### Sequential cells coloured by netlist name, run 1

Scale: 4 px per um. Other sequential cells in the stronger grey, the rest of the logic in the fainter grey.
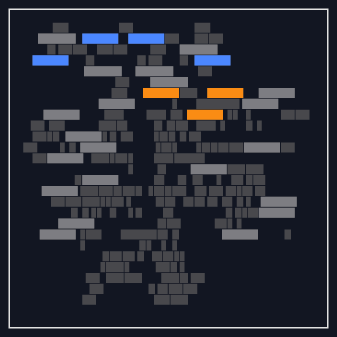
### Local utilization, run 1

Scale: 4 px per um. 8 x 8 tiles, from black (low) to pale yellow (high), 0 to 100% covered.
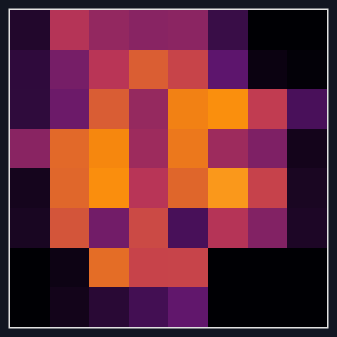
### M2 wires, run 1

Scale: 4 px per um.
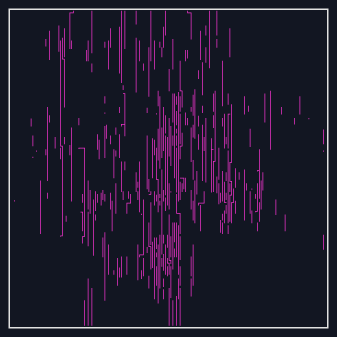
[config.mk]
export PLATFORM = sky130hd
export DESIGN_NAME = smc_wr_seq_lite18
export DESIGN_NICKNAME = d
export VERILOG_FILES = /design/src/rtl/smc_wr_seq_lite18.sv
export SDC_FILE = /design/constraint.sdc
export NUM_CORES = 1
export LEC_CHECK = 0
export CORE_MARGIN = 3
export CORE_UTILIZATION = 30
export CTS_CLUSTER_DIAMETER = 60
export CTS_CLUSTER_SIZE = 30
export DETAILED_ROUTE_END_ITERATION = 6
export GPL_TIMING_DRIVEN = 0
export MAX_ROUTING_LAYER = met4
export PLACE_DENSITY_LB_ADDON = 0.12
export SYNTH_ARGS = -nofsm -noshare
export SYNTH_HDL_FRONTEND = slang
export SYNTH_SLANG_ARGS = --single-unit
[constraint.sdc]
create_clock -name sys_clk18 -period 2.59 [get_ports sys_clk18]
set_input_delay 0.777 -clock sys_clk18 [delete_from_list [all_inputs] [get_ports sys_clk18]]
set_output_delay 0.777 -clock sys_clk18 [all_outputs]
set_load 0.03 [all_outputs]
[src/rtl/smc_wr_seq_lite18.sv]
// Write-cycle sequencer for the lite SMC write path.
// Accepts one write request at a time and walks it through programmable
// setup, strobe and hold phases, driving the gate, byte-enable and strobe
// signals that smc_wr_enable_lite18 puts onto the external pins.
// Every output is registered and decoded from the next state, so each output
// changes on the same edge as the state it belongs to.
module smc_wr_seq_lite18 #(
    parameter int CNT_W18 = 4
) (
    input  logic               sys_clk18,
    input  logic               n_sys_reset18,
    input  logic               wr_req18,
    input  logic [3:0]         wr_be18,
    input  logic [CNT_W18-1:0] cfg_setup18,
    input  logic [CNT_W18-1:0] cfg_strobe18,
    input  logic [CNT_W18-1:0] cfg_hold18,
    output logic               wr_ack18,
    output logic               wr_done18,
    output logic               busy18,
    output logic               r_full18,
    output logic [3:0]         n_r_we18,
    output logic               n_r_wr18
);

    typedef enum logic [2:0] {
        IDLE   = 3'd0,
        SETUP  = 3'd1,
        STROBE = 3'd2,
        HOLD   = 3'd3,
        DONE   = 3'd4
    } state_t;

    localparam logic [CNT_W18-1:0] CNT_ONE = CNT_W18'(1);

    state_t             state, state_nxt;
    logic [CNT_W18-1:0] cnt, cnt_nxt;
    logic [3:0]         be_q, be_nxt;
    logic [CNT_W18-1:0] strobe_q, strobe_nxt;
    logic [CNT_W18-1:0] hold_q, hold_nxt;

    logic               ack_nxt, done_nxt, busy_nxt, full_nxt, wr_nxt;
    logic [3:0]         we_nxt;

    // Counter preload for the strobe phase: a zero width still gives one cycle.
    function automatic logic [CNT_W18-1:0] strobe_last(input logic [CNT_W18-1:0] s);
        return (s == '0) ? '0 : s - CNT_ONE;
    endfunction

    // State, phase counter, request latches and registered outputs.
    // NOTE: sequential state uses non-blocking assignments so every register
    // samples the pre-edge values computed by the combinational block.
    always_ff @(posedge sys_clk18 or negedge n_sys_reset18) begin
        if (!n_sys_reset18) begin
            state     <= IDLE;
            cnt       <= '0;
            be_q      <= '0;
            strobe_q  <= '0;
            hold_q    <= '0;
            wr_ack18  <= 1'b0;
            wr_done18 <= 1'b0;
            busy18    <= 1'b0;
            r_full18  <= 1'b0;
            n_r_we18  <= 4'hF;
            n_r_wr18  <= 1'b1;
        end else begin
            state     <= state_nxt;
            cnt       <= cnt_nxt;
            be_q      <= be_nxt;
            strobe_q  <= strobe_nxt;
            hold_q    <= hold_nxt;
            wr_ack18  <= ack_nxt;
            wr_done18 <= done_nxt;
            busy18    <= busy_nxt;
            r_full18  <= full_nxt;
            n_r_we18  <= we_nxt;
            n_r_wr18  <= wr_nxt;
        end
    end

    // Next-state, counter and latch update, then output decode from the next state.
    always_comb begin
        // NOTE: every signal gets a default first so no path leaves one
        // unassigned, which would otherwise infer a latch.
        state_nxt  = state;
        cnt_nxt    = cnt;
        be_nxt     = be_q;
        strobe_nxt = strobe_q;
        hold_nxt   = hold_q;

        unique case (state)
            IDLE: begin
                if (wr_req18) begin
                    // The request's lanes and timing are frozen here; later
                    // input changes do not affect the cycle in flight.
                    be_nxt     = wr_be18;
                    strobe_nxt = cfg_strobe18;
                    hold_nxt   = cfg_hold18;
                    if (cfg_setup18 != '0) begin
                        state_nxt = SETUP;
                        cnt_nxt   = cfg_setup18 - CNT_ONE;
                    end else begin
                        state_nxt = STROBE;
                        cnt_nxt   = strobe_last(cfg_strobe18);
                    end
                end
            end
            SETUP: begin
                if (cnt == '0) begin
                    state_nxt = STROBE;
                    cnt_nxt   = strobe_last(strobe_q);
                end else begin
                    cnt_nxt = cnt - CNT_ONE;
                end
            end
            STROBE: begin
                if (cnt == '0) begin
                    if (hold_q != '0) begin
                        state_nxt = HOLD;
                        cnt_nxt   = hold_q - CNT_ONE;
                    end else begin
                        state_nxt = DONE;
                    end
                end else begin
                    cnt_nxt = cnt - CNT_ONE;
                end
            end
            HOLD: begin
                if (cnt == '0) begin
                    state_nxt = DONE;
                end else begin
                    cnt_nxt = cnt - CNT_ONE;
                end
            end
            DONE: begin
                state_nxt = IDLE;
            end
            default: begin
                state_nxt = IDLE;
                cnt_nxt   = '0;
            end
        endcase

        // Outputs follow the state being entered so they line up with it.
        ack_nxt  = (state == IDLE) && wr_req18;
        done_nxt = (state_nxt == DONE);
        busy_nxt = (state_nxt != IDLE);
        full_nxt = (state_nxt == SETUP) || (state_nxt == STROBE) || (state_nxt == HOLD);
        we_nxt   = (state_nxt == STROBE) ? ~be_nxt : 4'hF;
        wr_nxt   = (state_nxt != STROBE);
    end

endmodule

==> summary.txt, run 1 <==
Summary of implementation figures.

Outcome
The flow ran to the end, and the final reports show no timing, DRC or antenna violations.

Global route
The met2 layer usage reported by global route is 0.1894. The number of global-route vias before repair is 1,241. The first global-routing pass estimated 5.816 mm of wire. The initial antenna violation count is 0.

Drt
The post-detailed-route count of antenna-violating nets is 0. In this run the top signal layer used is met4. Summed over all nets, wire length on met2 after detailed routing comes to 1.709 mm. The via total after detailed routing is 1,292. The met1 wire length is 1.725 mm.

Die
In this run the core area contains 26 standard-cell rows. The area of the core is 5140 um^2. The chip width is 79.24 um.

Final timing
The headroom to the max-slew limit is 0.5144. Adding up every negative setup slack in the final design gives 0 ps. The clock period could shrink to 2485 ps. The final-report max-slew violation count is 0.

The worst path setup slack after routing is 105.1 ps. Final hold analysis gives a worst-case slack of 507.3 ps.

Yosys
The fraction of post-synthesis cell area in the top cell type by area is 0.3577. After technology mapping, the gate count stands at 162. Summing every instance area after synthesis gives 1609 um^2.

The simple-gate share of the synthesized area is 0.2061. The cell taking the most area after synthesis is sky130_fd_sc_hd__dfrtp_1. A synthesized cell averages 9.932 um^2.

Place
The wire-length estimate of the detail-placed layout is 2.647 mm. The placed cell count is 259.

Clock tree
The cell chosen for the clock root is sky130_fd_sc_hd__clkbuf_8. The hold-fix buffer count after cts is 0. The quantity of gates resized following cts is 4.

Power and ir drop
The overall power after layout is 2.311 mW.

Cells and area
Of the cells placed in the final design, the portion with a size suffix greater than 1 is 0.1675. The clock-cell share of area is 0.03395. The largest cell class by area is logic gates. The number of antenna diodes in the final layout is 0. Once layout is complete, the utilization of the core stands at 0.4087. Across the whole layout, storage elements account for 706.9 um^2. The number of fill cells in the layout is 533.

According to the cell report, the number of logic gates is 116. The most instantiated logic cell after routing is sky130_fd_sc_hd__clkdlybuf4s50_1.

Worst setup path
The number of logic stages on the critical path including buffering is 5. The kind of end point of the critical path is a register. Following the worst setup path forward leads to its endpoint at strobe_q[2]$_DFFE_PN0P_.

The longest incremental delay of any stage on the critical path is reported as 480 ps. The endpoint identified for the worst register-to-register timing path is cnt[2]$_DFFE_PN0P_. Setup slack on the worst reg-to-reg path comes out at 180 ps.

Flow run
The max-cap violation count is 0.

Hold path
Note that the worst hold path type here is input pin to asynchronous set/reset pin.
Notes on 'Sequential cells coloured by netlist name' above:
be_q -> blue  # sequential cells 4
state -> orange  # sequential cells 3
not coloured = 21

Notes on 'Local utilization' above:
tiles over 75% full = 4.7%
fullest tile = 78%
emptiest ninth of the die = lower right

Notes on 'M2 wires' above:
share of all routed wire = 47%
longest straight run = 27.2 um
main direction = vertical
wire length on this layer = 1,710 um
nets with wire on the layer = 186

[run 1: synthesized netlist by cell type (all sizes together)]
cell	number
xor2	3
dfstp	5
mux2	8
ha	10
maj3	1
clkbuf	4
or3	2
nand2	10
o21ai	10
nor3	8
xnor2	3
o31ai	1
o311ai	1
buf	2
a32oi	2
a22oi	1
o21bai	1
nand3b	2
o211a	1
or4b	1
or3b	2
nor3b	6
o21a	1
inv	12
and3	1
nor2	14
and2	1
nor4b	1
or4	1
nand2b	6
o22ai	1
mux2i	1
dfrtp	23
a221o	2
a21boi	1
a211o	1
nor2b	3
a211oi	4
nor4	1
a21oi	4
[run 1: report_power, final]
| group | internal [mW] | switching (mW) |
|---|---|---|
| clock | 0.207 | 0.138 |
| sequential | 0.655 | 0.112 |
| combinational | 0.541 | 0.658 |
==> run 2: changes to the inputs <==
--- a/config.mk
+++ b/config.mk
@@ -6,7 +6,7 @@
 export NUM_CORES = 1
 export LEC_CHECK = 0
 export CORE_MARGIN = 3
-export CORE_UTILIZATION = 30
+export CORE_UTILIZATION = 36
 export CTS_CLUSTER_DIAMETER = 60
 export CTS_CLUSTER_SIZE = 30
 export DETAILED_ROUTE_END_ITERATION = 6
### Power grid, run 2

Scale: 4 px per um. Pins as bars on the die edge.
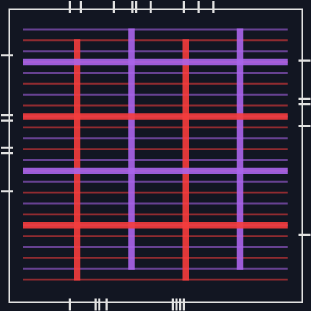
VDD -> purple
VSS -> red
signal pins = 28
met1 rails = 24
met5 straps = 4
met4 straps = 4

==> run 2 against run 1 <==
Flip-flop count unchanged. Non-clock buffer count increased by 1. Setup slack improved by 3.8 ps. Register-to-register slack got worse by 30 ps. Routed wire length decreased by 2.1%. Via count increased by 0.31%. Final cell count decreased by 7.1%. Combinational power about the same. Total power increased by 1.5%. Critical path depth increased by 5.
==> summary.txt, run 2 <==
Summary of implementation figures.

Die
The area of the core was 4144 um^2 (was 5140 um^2). The number of rows in the core area is 23 (was 26). The chip width is 72.86 um (was 79.24 um).

Drt
The total wirelength of the detailed-routed design is 3.527 mm (was 3.601 mm). The via total after detailed routing is 1,296 (was 1,292). The first-pass iteration count of the detailed router was 5 (was 4).

The post-detailed-route count of antenna-violating nets is 0 (unchanged). The met1 wire length is 1.623 mm (was 1.725 mm). The uppermost signal routing layer after detailed routing was met4 (unchanged). The routed length on met2 came to 1.713 mm (was 1.709 mm).

Place
The placed cell count is 239 (was 259). The setup slack after placement is -518.3 ps (was -492.5 ps). The placed wire-length estimate after detailed placement is 2.687 mm (was 2.647 mm).

Global route
The maximum number of pins on one net before global-route repair is 29 (unchanged). The global-route wire length before repair is 6.106 mm (was 5.816 mm). The total global-route track usage is 0.1494 (was 0.1176). The global routing met1 resource utilization came to 0.2036 (was 0.1579). The initial antenna violation count came to 0 (unchanged). The number of global-route vias before repair came to 1,271 (was 1,241). The met2 layer usage reported by global route is 0.2285 (was 0.1894).

Final timing
The final-report max-slew violation count is 0 (unchanged). The worst path setup slack after routing was 109.0 ps (was 105.1 ps). The share of the clock period used by the worst path after layout is 0.9579 (was 0.9594). The number of endpoints failing setup at the final stage is 0 (unchanged). The setup TNS is 0 ps (unchanged). The headroom to the max-slew limit is 0.5259 (was 0.5144).

The shortest clock period the worst path allows after layout came to 2481 ps (was 2485 ps). The worst hold-check slack was 498.0 ps (was 507.3 ps).

Yosys
Leading post-synthesis cells by instance count: sky130_fd_sc_hd__dfrtp_1, sky130_fd_sc_hd__nor2_1, sky130_fd_sc_hd__inv_1 (unchanged). The number of flops mapped to enable cells by yosys is 0 (unchanged). The synthesized cell area is 1609 um^2 (unchanged). The total number of yosys warnings is 0 (unchanged). The dominant cell by count in the synthesized netlist is sky130_fd_sc_hd__dfrtp_1 (unchanged).

The cell taking the most area after synthesis is sky130_fd_sc_hd__dfrtp_1 (unchanged). The leading register cell type out of synthesis is sky130_fd_sc_hd__dfrtp_1 (unchanged). The unique cell type count in the Yosys netlist was 43 (unchanged). The average cell area after synthesis is 9.932 um^2 (unchanged). The yosys synthesis chip area is 1609 um^2 (unchanged). The fraction of registers with async set/reset is 1.000 (unchanged). The cell count after synthesis came to 162 (unchanged).

The fraction of post-synthesis cell area in the top cell type by area is 0.3577 (unchanged).

Cells and area
Top library cells by usage in the layout, fill and taps aside: sky130_fd_sc_hd__clkdlybuf4s50_1, sky130_fd_sc_hd__dfrtp_1, sky130_fd_sc_hd__nor2_1 (unchanged). The ratio of cells with drive above 1 in the final layout is 0.1768 (was 0.1675). The number of inserted diodes came to 0 (unchanged).

The final standard cell utilization of the core is 0.5051 (was 0.4087). The most instantiated logic cell after routing is sky130_fd_sc_hd__clkdlybuf4s50_1 (unchanged).

Hold path
The class of the tightest hold or removal check is input pin to asynchronous set/reset pin (unchanged).

Clock tree
The cell chosen for the clock root was sky130_fd_sc_hd__clkbuf_8 (unchanged). The hold-fix buffer count after cts came to 0 (unchanged). The number of buffers inserted during clock tree synthesis is 3 (unchanged).

The buffer levels on the longest clock path came to 2 (unchanged). The number of H-tree levels is 1 (unchanged). The clock-pin slew reported for the worst setup and hold paths after clock tree synthesis is 90 ps (was 100 ps). The quantity of gates resized following cts is 6 (was 4). The insertion delay to the later sink of the worst-skew pair is 270 ps (about the same).

Power and ir drop
The power dissipated in combinational cells is 1.23 mW (was 1.20 mW). The group drawing the most power is combinational cells (unchanged). The portion of total power attributed to the clock network is 0.144 (was 0.149). The leakage component of the power is 0.8594 nW (was 0.8604 nW). The overall power after layout is 2.346 mW (was 2.311 mW). The portion of total power attributed to sequential cells came to 0.330 (was 0.332). The switching share of power was 0.3935 (was 0.3928). The reported clock group power was 0.339 mW (was 0.345 mW).

The logic gate share of total power was 0.525 (was 0.519). The switching power is 0.9232 mW (was 0.9076 mW). The sequential group power came to 0.775 mW (was 0.767 mW). The maximum ir drop on the vdd rail is 0.4716 mV (was 0.5101 mV). The cell-internal power came to 1.423 mW (was 1.403 mW).

Worst setup path
The total buffers and inverters traversed by the critical path is 4 (was 3). The capture instance of the worst register-to-register path is cnt[0]$_DFFE_PN0P_ (was cnt[2]$_DFFE_PN0P_). The biggest cell delay along the critical path is 440 ps (was 480 ps). The maximum fanout encountered on the critical timing path came to 4 (was 10). The kind of end point of the critical path is a register (unchanged). The type of the worst setup path is input pin to register (unchanged). The number of logic stages on the critical path including buffering was 10 (was 5). The flop-to-flop setup slack came to 150 ps (was 180 ps).

The critical path capture point is cnt[1]$_DFFE_PN0P_ (was strobe_q[2]$_DFFE_PN0P_). The critical path startpoint category is an input pin (unchanged).

Outcome
Status: completed (unchanged).

Flow run
The max-cap violation count is 0 (unchanged).
-- run 2: cell counts after synthesis --
Identical to the previous run, type by type.
-- run 2: cell families after synthesis --
kind of cell / synth area share
flip-flops: 0.4393
buffers and inverters: 0.04354
AND/OR/NAND/NOR: 0.2061
XOR/XNOR: 0.03267
AND-OR/OR-AND: 0.1322
adder cells (fa/ha/maj): 0.08398
multiplexers: 0.06221
-- run 2: area by class of cell --
| cell class | instances | area, um^2 |
|---|---|---|
| Clock inverter | 1 | 30.03 |
| Multi-Input combinational cell | 116 | 879.6 |
| Tap cell | 50 | 62.56 |
| Fill cell | 402 | 2051 |
| Inverter | 12 | 45.04 |
| Sequential cell | 28 | 706.9 |
| Buffer | 6 | 26.28 |
| Clock buffer | 3 | 41.29 |
| Timing Repair Buffer | 32 | 301.5 |
Power figures rest on the tool's default switching activity, not on a simulated workload.
